[src/rtl/split_vector10_pkg.sv]
// Shared widths, bit offsets and state type for the split_vector10 unpacker.
package split_vector10_pkg;

  localparam int FIELD_A_W   = 4;
  localparam int FIELD_B_W   = 6;
  localparam int VEC_W       = 10;
  localparam int FIELD_A_LSB = 0;
  localparam int FIELD_B_LSB = 4;

  typedef enum logic {
    WAIT_SOF = 1'b0,
    ACCUM    = 1'b1
  } split_state_t;

endpackage

[src/rtl/split_vector10_rise_detect4.sv]
// rise_detect4: holds the last accepted 4-bit field and pulses each bit that
// went 0->1 on an accepted word. Both outputs are registered.
module rise_detect4
  import split_vector10_pkg::*;
(
  input  logic                 clk,
  input  logic                 resetN,
  input  logic                 en,
  input  logic [FIELD_A_W-1:0] d,
  output logic [FIELD_A_W-1:0] held,
  output logic [FIELD_A_W-1:0] rise
);

  logic [FIELD_A_W-1:0] held_q, held_d;
  logic [FIELD_A_W-1:0] rise_q, rise_d;

  // Next held value and edge pulses; idle cycles clear the pulse.
  always_comb begin
    held_d = held_q;
    rise_d = '0;
    if (en) begin
      held_d = d;
      rise_d = d & ~held_q;
    end
  end

  // Register held field and edge pulses.
  always_ff @(posedge clk or negedge resetN) begin
    if (!resetN) begin
      held_q <= '0;
      rise_q <= '0;
    end else begin
      held_q <= held_d;
      rise_q <= rise_d;
    end
  end

  assign held = held_q;
  assign rise = rise_q;

endmodule

[src/rtl/split_vector10.sv]
// split_vector10: splits a packed status word into field A / field B, pulses
// rising edges on field A and snapshots a per-frame sticky OR of field B plus
// a saturating count of changed words at every start of frame.
// Optional macro SPLIT_VECTOR10_STICKY_EN enables sticky/count/snapshot logic;
// without it frameB mirrors fieldB, frameChanges is 0 and frameValid rises on
// the first startOfFrame.
//
// state    | meaning
// WAIT_SOF | after reset, no frame boundary seen yet; nothing accumulated
// ACCUM    | inside a frame; accumulating sticky B and change count
module split_vector10
  import split_vector10_pkg::*;
#(
  parameter int COUNT_W = 8
) (
  input  logic                 clk,
  input  logic                 resetN,
  input  logic                 startOfFrame,
  input  logic                 inValid,
  input  logic [VEC_W-1:0]     inVec,
  output logic [FIELD_A_W-1:0] fieldA,
  output logic [FIELD_B_W-1:0] fieldB,
  output logic [FIELD_A_W-1:0] riseA,
  output logic [FIELD_B_W-1:0] frameB,
  output logic [COUNT_W-1:0]   frameChanges,
  output logic                 frameValid
);

  logic [FIELD_A_W-1:0] new_a;
  logic [FIELD_B_W-1:0] new_b;
  split_state_t         state_q, state_d;
  logic [FIELD_B_W-1:0] field_b_q, field_b_d;
  logic                 frame_valid_q, frame_valid_d;

  assign new_a = inVec[FIELD_A_LSB +: FIELD_A_W];
  assign new_b = inVec[FIELD_B_LSB +: FIELD_B_W];

  rise_detect4 u_rise_a (
    .clk    (clk),
    .resetN (resetN),
    .en     (inValid),
    .d      (new_a),
    .held   (fieldA),
    .rise   (riseA)
  );

`ifdef SPLIT_VECTOR10_STICKY_EN
  localparam logic [COUNT_W-1:0] COUNT_MAX = '1;

  logic [FIELD_B_W-1:0] sticky_q, sticky_d;
  logic [COUNT_W-1:0]   count_q, count_d;
  logic [FIELD_B_W-1:0] frame_b_q, frame_b_d;
  logic [COUNT_W-1:0]   frame_changes_q, frame_changes_d;
  logic                 changed;
  logic [FIELD_B_W-1:0] acc_sticky;
  logic [COUNT_W-1:0]   acc_count;

  // The held word is the registered field pair, so a change is judged against
  // the last accepted word even if it was accepted before the frame opened.
  assign changed = inValid && (inVec != {field_b_q, fieldA});

  // Next-state: the word coinciding with startOfFrame closes the old frame.
  always_comb begin
    state_d         = state_q;
    field_b_d       = inValid ? new_b : field_b_q;
    sticky_d        = sticky_q;
    count_d         = count_q;
    frame_b_d       = frame_b_q;
    frame_changes_d = frame_changes_q;
    frame_valid_d   = frame_valid_q;
    acc_sticky      = sticky_q | (inValid ? new_b : '0);
    acc_count       = (changed && (count_q != COUNT_MAX)) ? count_q + COUNT_W'(1) : count_q;
    case (state_q)
      WAIT_SOF: begin
        sticky_d = '0;
        count_d  = '0;
        if (startOfFrame) state_d = ACCUM;
      end
      ACCUM: begin
        if (startOfFrame) begin
          frame_b_d       = acc_sticky;
          frame_changes_d = acc_count;
          frame_valid_d   = 1'b1;
          sticky_d        = '0;
          count_d         = '0;
        end else begin
          sticky_d = acc_sticky;
          count_d  = acc_count;
        end
      end
      default: state_d = WAIT_SOF;
    endcase
  end

  // Single register bank for FSM state, field B and frame snapshot.
  always_ff @(posedge clk or negedge resetN) begin
    if (!resetN) begin
      state_q         <= WAIT_SOF;
      field_b_q       <= '0;
      sticky_q        <= '0;
      count_q         <= '0;
      frame_b_q       <= '0;
      frame_changes_q <= '0;
      frame_valid_q   <= 1'b0;
    end else begin
      state_q         <= state_d;
      field_b_q       <= field_b_d;
      sticky_q        <= sticky_d;
      count_q         <= count_d;
      frame_b_q       <= frame_b_d;
      frame_changes_q <= frame_changes_d;
      frame_valid_q   <= frame_valid_d;
    end
  end

  assign frameB       = frame_b_q;
  assign frameChanges = frame_changes_q;
`else
  // Next-state without accumulation: frameValid latches on the first boundary.
  always_comb begin
    state_d       = state_q;
    field_b_d     = inValid ? new_b : field_b_q;
    frame_valid_d = frame_valid_q | startOfFrame;
    if (state_q == WAIT_SOF && startOfFrame) state_d = ACCUM;
  end

  // Single register bank for FSM state and field B.
  always_ff @(posedge clk or negedge resetN) begin
    if (!resetN) begin
      state_q       <= WAIT_SOF;
      field_b_q     <= '0;
      frame_valid_q <= 1'b0;
    end else begin
      state_q       <= state_d;
      field_b_q     <= field_b_d;
      frame_valid_q <= frame_valid_d;
    end
  end

  assign frameB       = field_b_q;
  assign frameChanges = '0;
`endif

  assign fieldB     = field_b_q;
  assign frameValid = frame_valid_q;

endmodule
[config.mk]
export PLATFORM = sky130hd
export DESIGN_NAME = split_vector10
export DESIGN_NICKNAME = d
export VERILOG_FILES = /design/src/rtl/split_vector10_pkg.sv /design/src/rtl/split_vector10_rise_detect4.sv /design/src/rtl/split_vector10.sv
export SDC_FILE = /design/constraint.sdc
export NUM_CORES = 1
export LEC_CHECK = 0
export CORE_ASPECT_RATIO = 0.9
export CORE_MARGIN = 2
export CORE_UTILIZATION = 38
export DETAILED_ROUTE_END_ITERATION = 7
export GPL_ROUTABILITY_DRIVEN = 1
export PLACE_DENSITY = 0.83
export SLEW_MARGIN = 20
export SYNTH_ARGS = -nofsm -noshare
export SYNTH_HDL_FRONTEND = slang
export SYNTH_SLANG_ARGS = --single-unit
[constraint.sdc]
create_clock -name clk -period 1.5 [get_ports clk]
set_clock_uncertainty 0.1 [all_clocks]
set_input_delay 0.225 -clock clk [delete_from_list [all_inputs] [get_ports clk]]
set_output_delay 0.225 -clock clk [all_outputs]
set_load 0.05 [all_outputs]
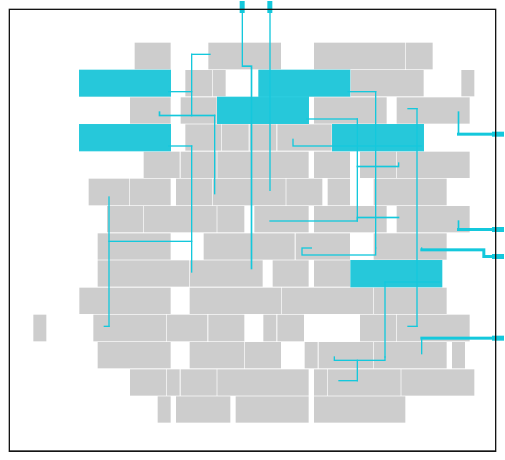
Run 1: I/O nets highlighted
Scale: 10 px per micron.
Key: `fieldB` = cyan [direction output, edge 4 right, 2 top, end cells 6, buffers 6, wire 252 microns]
Ports: 43
PortBufs: 34

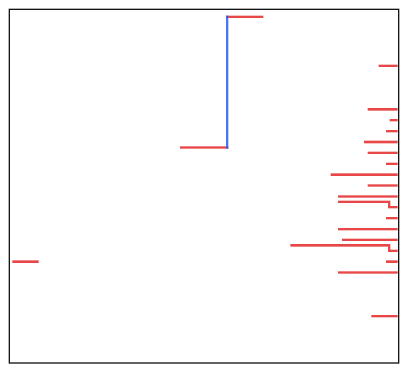
Run 1: routed metal, one colour a layer
Scale: 8 px per micron. Two of the layers only.
Key: M4 = blue [wire length 16.3 microns]; M3 = red [wire length 95.4 microns]

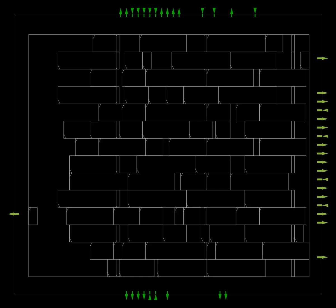
Run 1: placed standard cells
core area: 1680 sq um
TAP cells: 24
Flops: 15
flop share of the area: 30.9%
Fill cells: 104

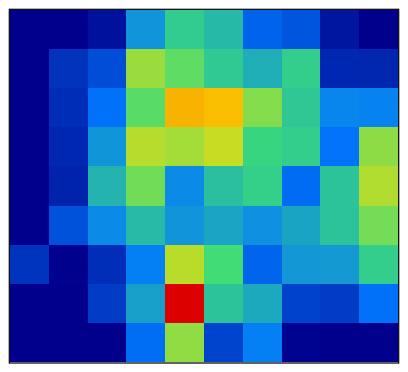
Run 1: signal metal coverage by tile
Scale: 8 px per micron. The die is cut into 10 by 9 equal tiles; dark blue is low, red is high, scaled to the fullest tile. Values are wire area over tile area, all layers added.
The fullest tile reaches 0.40. 19% of the tiles are over half the peak. The mean over all tiles is 0.12.
total global-route track usage: 15.8%
vias: 426

==> flow_summary.toml, run 1 <==
# flow metrics
[pwr]
p_comb_share_pct = 42.7
intPower_mw = 0.795
seq-power_mw = 0.489
leakagePower_nw = 0.572
top_power_group = "combinational cells"
finalPower_mw = 1.24
p_sw_mw = 0.446
peakVddDrop_v = 0.000526

[cells_and_area]
inv_count = 0
layout-drive-gt1-share_pct = 53.2
comb_share_pct = 17.4
antennaDiodeCount = 0
lay_top_cells = "buf_12 (21), dfrtp_1 (15), clkdlybuf4s50_1 (13), conb_1 (8), mux2_4 (6)"
largest_class = "non-clock buffers"
final_layout_top_logic_cell = "buf_12"

[logic_synthesis]
synth_top_flop_cell = "dfrtp_1"
synth_top_cell_by_area = "dfrtp_1"
synth_warnings = 0
xor_area_share_pct = 0
ys_sh_adder_pct = 0
logic_family = "multiplexers"
synth.distinct_cells = 8
ys_sh_mux_pct = 20.0
yosys.area_share.aoi_pct = 0
most_common_cell = "dfrtp_1"

[routing]
drt_wl_total_mm = 1.61
drt_pre_antenna_iters = 1
wl_met2_microns = 880

[worst_hold_path]
hold_class = "in -> async"

[cts]
root_buffer = "clkbuf_4"
numCtsBuffers = 3
cts_tree = "done"
clk_pin_slew_worst_paths_ns = 0.08
cts_hold_buffers = 0

[floorplanning]
design.die.area_sq_um = 2140
die_y_microns = 44.0
initCoreUtil_pct = 40.3
core.rowCount = 14

[grt]
grt_pass1_wl_mm = 2.44
antenna_found_initial = 0
grt_overflow_total = 0
grt_pass1_vias = 462

[setup_path]
cp_num_buf_inv = 1
crit_slowest_cell = "dfrtp_1"
required_ns = 1.17
slowest_delay_ns = 0.48
worst_path_dominant_cell_family = "flip-flops"
critical_path_arrival_ns = 0.93
setup.worst_path.end = "frameB[4]"
ff2ff_setup_slack_ns = 0.53

[status]
status = "finished clean"

[timing]
hold_violations = 0
-- run 1: through the flow --
| step | instance area [sq um] | utilization [%] | setup WS, ns | hold slack, ns | cells |
|---|---|---|---|---|---|
| 2_1_floorplan | 703 | - | 0.271 | -0.171 | 53 |
| 3_3_place_gp | 1190 | 70.8 | 0.0918 | 0.419 | 99 |
| 3_5_place_dp | 1190 | 70.8 | 0.0620 | 0.448 | 99 |
| 4_1_cts | 1220 | 72.3 | 0.231 | 0.174 | 103 |
| 5_1_grt | 1220 | 72.3 | 0.211 | 0.178 | 103 |
| 6_report | 1220 | 72.3 | 0.245 | 0.170 | 103 |
-- run 1: registers in the layout, indices dropped and copies added, names as in the netlist --
name / flops
fieldB: 6
frameValid: 1
u_rise_a.held: 4
u_rise_a.rise: 4
Run 1, register map, names as in the netlist:
Scale: 12 px per micron.
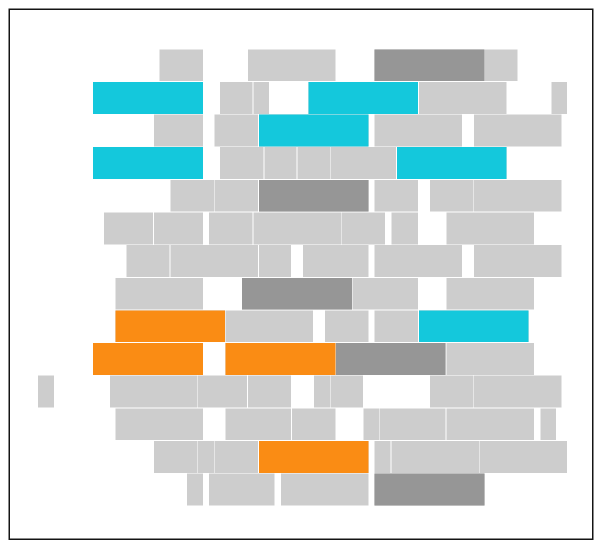

--- run 2 (diff from run 1) ---
--- a/config.mk
+++ b/config.mk
@@ -7,10 +7,10 @@
 export LEC_CHECK = 0
 export CORE_ASPECT_RATIO = 0.9
 export CORE_MARGIN = 2
-export CORE_UTILIZATION = 38
+export CORE_UTILIZATION = 31
 export DETAILED_ROUTE_END_ITERATION = 7
 export GPL_ROUTABILITY_DRIVEN = 1
-export PLACE_DENSITY = 0.83
+export PLACE_DENSITY = 0.73
 export SLEW_MARGIN = 20
 export SYNTH_ARGS = -nofsm -noshare
 export SYNTH_HDL_FRONTEND = slang
==> constraint.sdc (replaced) <==
create_clock -name clk -period 1.1 [get_ports clk]
set_clock_uncertainty 0.1 [all_clocks]
set_input_delay 0.165 -clock clk [delete_from_list [all_inputs] [get_ports clk]]
set_output_delay 0.165 -clock clk [all_outputs]
set_load 0.05 [all_outputs]
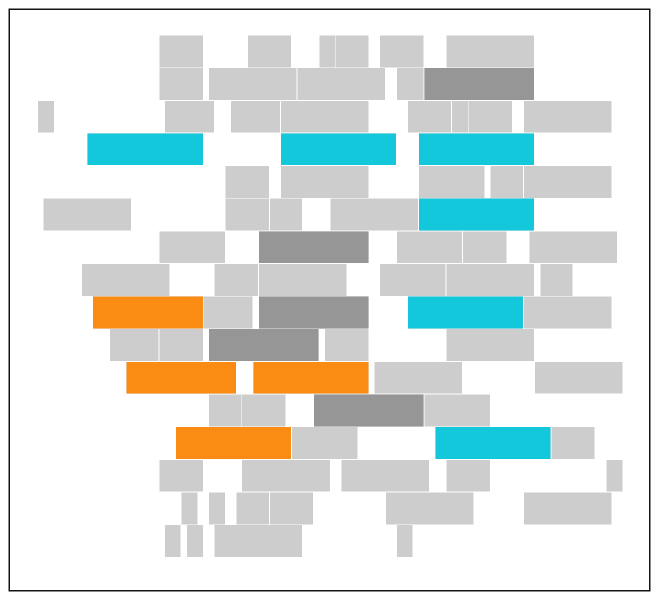
Run 2: register map, names as in the netlist
Scale: 12 px per micron.
Key: `u_rise_a.held` = orange [flops 4]; `fieldB` = cyan [flops 6]
flop share of the area: 30.8%
Register Area: 385 sq um
fin util: 58.9%
seq pwr: 0.669 mW

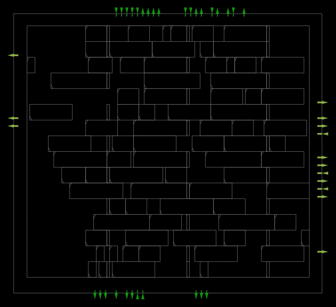
Run 2: placed standard cells
core area: 2120 sq um
TAP cells: 27
Fill cells: 169
Cell Count, Final, Fillers Out: 107
Rows: 16

==> run 2 against run 1 <==
The run now ends with negative setup slack left; area after synthesis unchanged; cell count grew 3.9%; hold slack worse by 0.086 ns; critical path depth unchanged; sequential share of layout area about the same; global-route usage shrank 2.2 points; sequential power up 37%; register-to-register slack worse by 0.49 ns; utilization decreased by 13 points; sequential cell count unchanged; critical path type unchanged; critical endpoint is now fieldB[4]; largest power group unchanged.
==> flow_summary.toml, run 2 <==
# flow metrics
[routing]
drt_pre_antenna_iters = 2
drt_wl_total_mm = 1.42
wl_met2_microns = 777
vias = 445

[pwr]
finalPower_mw = 1.72
top_power_group = "combinational cells"
leakagePower_nw = 0.574
p_comb_share_pct = 42.6
peakVddDrop_v = 0.000667
p_sw_mw = 0.619

[cts]
root_buffer = "clkbuf_4"
cts_tree = "done"
cts_hold_buffers = 0
clk_pin_slew_worst_paths_ns = 0.09

[logic_synthesis]
xor_area_share_pct = 0
ys_sh_mux_pct = 20.0
most_common_cell = "dfrtp_1"
synth_top_cell_by_area = "dfrtp_1"
synth_top_flop_cell = "dfrtp_1"
synth_warnings = 0
yosys.area_share.aoi_pct = 0
logic_family = "multiplexers"
synth.distinct_cells = 8

[worst_hold_path]
hold_class = "in -> async"

[placed_design]
dp_cells = 101
place_area_sq_um = 1210
port_buffers = 34
pre_cts_ws_ns = -0.298

[setup_path]
cp_num_buf_inv = 1
critical_path_arrival_ns = 0.91
crit_slowest_cell = "dfrtp_2"
slowest_delay_ns = 0.46
required_ns = 0.83

[timing]
hold_violations = 0
postLayoutSetupSlackWorst_ns = -0.0744
setup_viol = 21
hold_slack_ns = 0.0842

[status]
violations = "negative setup slack"
status = "finished, violations left"

[cells_and_area]
antennaDiodeCount = 0
lay_top_cells = "buf_12 (22), clkdlybuf4s50_1 (13), conb_1 (8), dfrtp_2 (8), dfrtp_1 (7)"
final_area_sq_um = 1250
final_layout_top_logic_cell = "buf_12"
largest_class = "non-clock buffers"
inv_count = 0
layout-drive-gt1-share_pct = 63.7

[grt]
grt_usage_pct = 13.7
grt_overflow_total = 0
grt_pass1_wl_mm = 2.46
antenna_found_initial = 0

[floorplanning]
io_pins = 43
initCoreUtil_pct = 31.9
design.die.area_sq_um = 2570
die_y_microns = 48.3
[run 2: cell counts after synthesis]
Identical to the previous run, type by type.
[run 2: worst paths after layout]
check                      slack (ns)                   from                    endpoint  depth (start not counted)
setup / recovery                -0.07  fieldB[4]$_DFFE_PN0P_                   fieldB[4]                          1
hold / removal                   0.08                 resetN  u_rise_a.rise[0]$_DFF_PN0_                          2
setup reg to reg                 0.04  fieldB[0]$_DFFE_PN0P_       fieldB[0]$_DFFE_PN0P_                          2
hold reg to reg                  0.45   frameValid$_DFF_PN0_        frameValid$_DFF_PN0_                          1
max in group asynchronous        0.63                 resetN       fieldB[5]$_DFFE_PN0P_                          2
min in group clk                 0.34           startOfFrame        frameValid$_DFF_PN0_                          2
--- run 3 (diff from run 2) ---
--- a/config.mk
+++ b/config.mk
@@ -8,6 +8,7 @@
 export CORE_ASPECT_RATIO = 0.9
 export CORE_MARGIN = 2
 export CORE_UTILIZATION = 31
+export CTS_CLUSTER_DIAMETER = 60
 export DETAILED_ROUTE_END_ITERATION = 7
 export GPL_ROUTABILITY_DRIVEN = 1
 export PLACE_DENSITY = 0.73
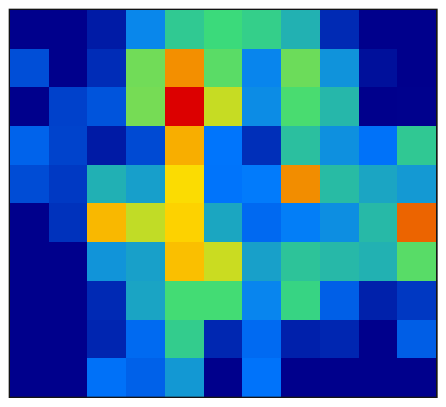
Run 3: signal metal coverage by tile
Scale: 8 px per micron. The die is cut into 11 by 10 equal tiles; dark blue is low, red is high, scaled to the fullest tile. Values are wire area over tile area, all layers added.
The emptiest ninth of the die: bottom left. 18% of the tiles are over half the peak. 22% of the tiles are nearly empty. The densest ninth of the die: top middle. The fullest tile reaches 0.32.

==> run 3 against run 2 <==
The run still ends with negative setup slack left; setup slack stayed put; largest power group unchanged; die area stayed put; sequential share of layout area did not move; clock-buffer cell count is the same; largest cell class unchanged; routed wire length unchanged; critical path depth did not move; critical endpoint unchanged; synthesized cell count unchanged; combinational power about the same; critical path type unchanged.
==> flow_summary.toml, run 3 <==
# flow metrics
[status]
status = "finished, violations left"
violations = "negative setup slack"

[cells_and_area]
largest_reg_flops = 6
comb_share_pct = 16.9
layout-drive-gt1-share_pct = 63.7
flops = 15
final_layout_top_logic_cell = "buf_12"
seq_share_pct = 30.8
inv_count = 0
antennaDiodeCount = 0
largest_class = "non-clock buffers"

[grt]
antenna_found_initial = 0
grt_pass1_wl_mm = 2.46

[worst_hold_path]
hold_class = "in -> async"

[floorplanning]
design.die.area_sq_um = 2570
taps = 27
io_pins = 43
initCoreUtil_pct = 31.9
core.rowCount = 16
die_y_microns = 48.3

[cts]
cts_tree = "done"
cts_hold_buffers = 0
numCtsBuffers = 3
root_buffer = "clkbuf_4"

[timing]
postLayoutSetupSlackWorst_ns = -0.0744
setup_viol = 21

[placed_design]
pre_cts_ws_ns = -0.298

[setup_path]
worst_path_dominant_cell_family = "flip-flops"

[logic_synthesis]
synth_warnings = 0
ys_sh_adder_pct = 0
synth.distinct_cells = 8
synth_top_flop_cell = "dfrtp_1"
yosys.area_share.aoi_pct = 0
synth_top_cell_by_area = "dfrtp_1"

[pwr]
top_power_group = "combinational cells"
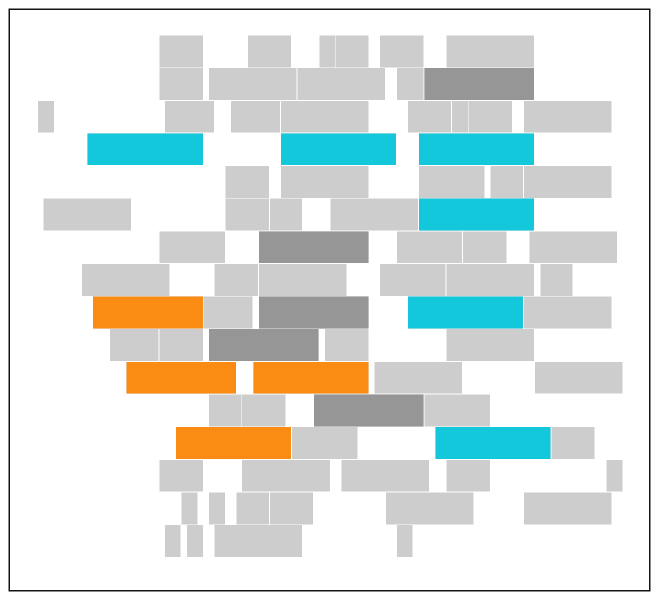
Run 3: register map, names as in the netlist
Scale: 12 px per micron.
Key: `fieldB` = cyan [flops 6]; `u_rise_a.held` = orange [flops 4]
Another 5 sequential cells are not coloured.

## run 3: cell counts after synthesis
Identical to the previous run, type by type.
## run 3: path summary, 6_finish.rpt
kind	startpoint	to	slack [ns]	cells after the start
worst min register to register	frameValid$_DFF_PN0_	frameValid$_DFF_PN0_	0.45	1
worst min-delay path	resetN	u_rise_a.rise[0]$_DFF_PN0_	0.08	2
max in group asynchronous	resetN	fieldB[5]$_DFFE_PN0P_	0.63	2
worst max register to register	fieldB[0]$_DFFE_PN0P_	fieldB[0]$_DFFE_PN0P_	0.04	2
min in group clk	startOfFrame	frameValid$_DFF_PN0_	0.34	2
worst max-delay path	fieldB[4]$_DFFE_PN0P_	fieldB[4]	-0.07	1
## run 3: worst reg2reg max path, stage by stage (launching register included)
cell and delay [ns]:
dfrtp_2 0.45, buf_4 0.14, mux2_4 0.25
Power figures rest on the tool's default switching activity, not on a simulated workload.
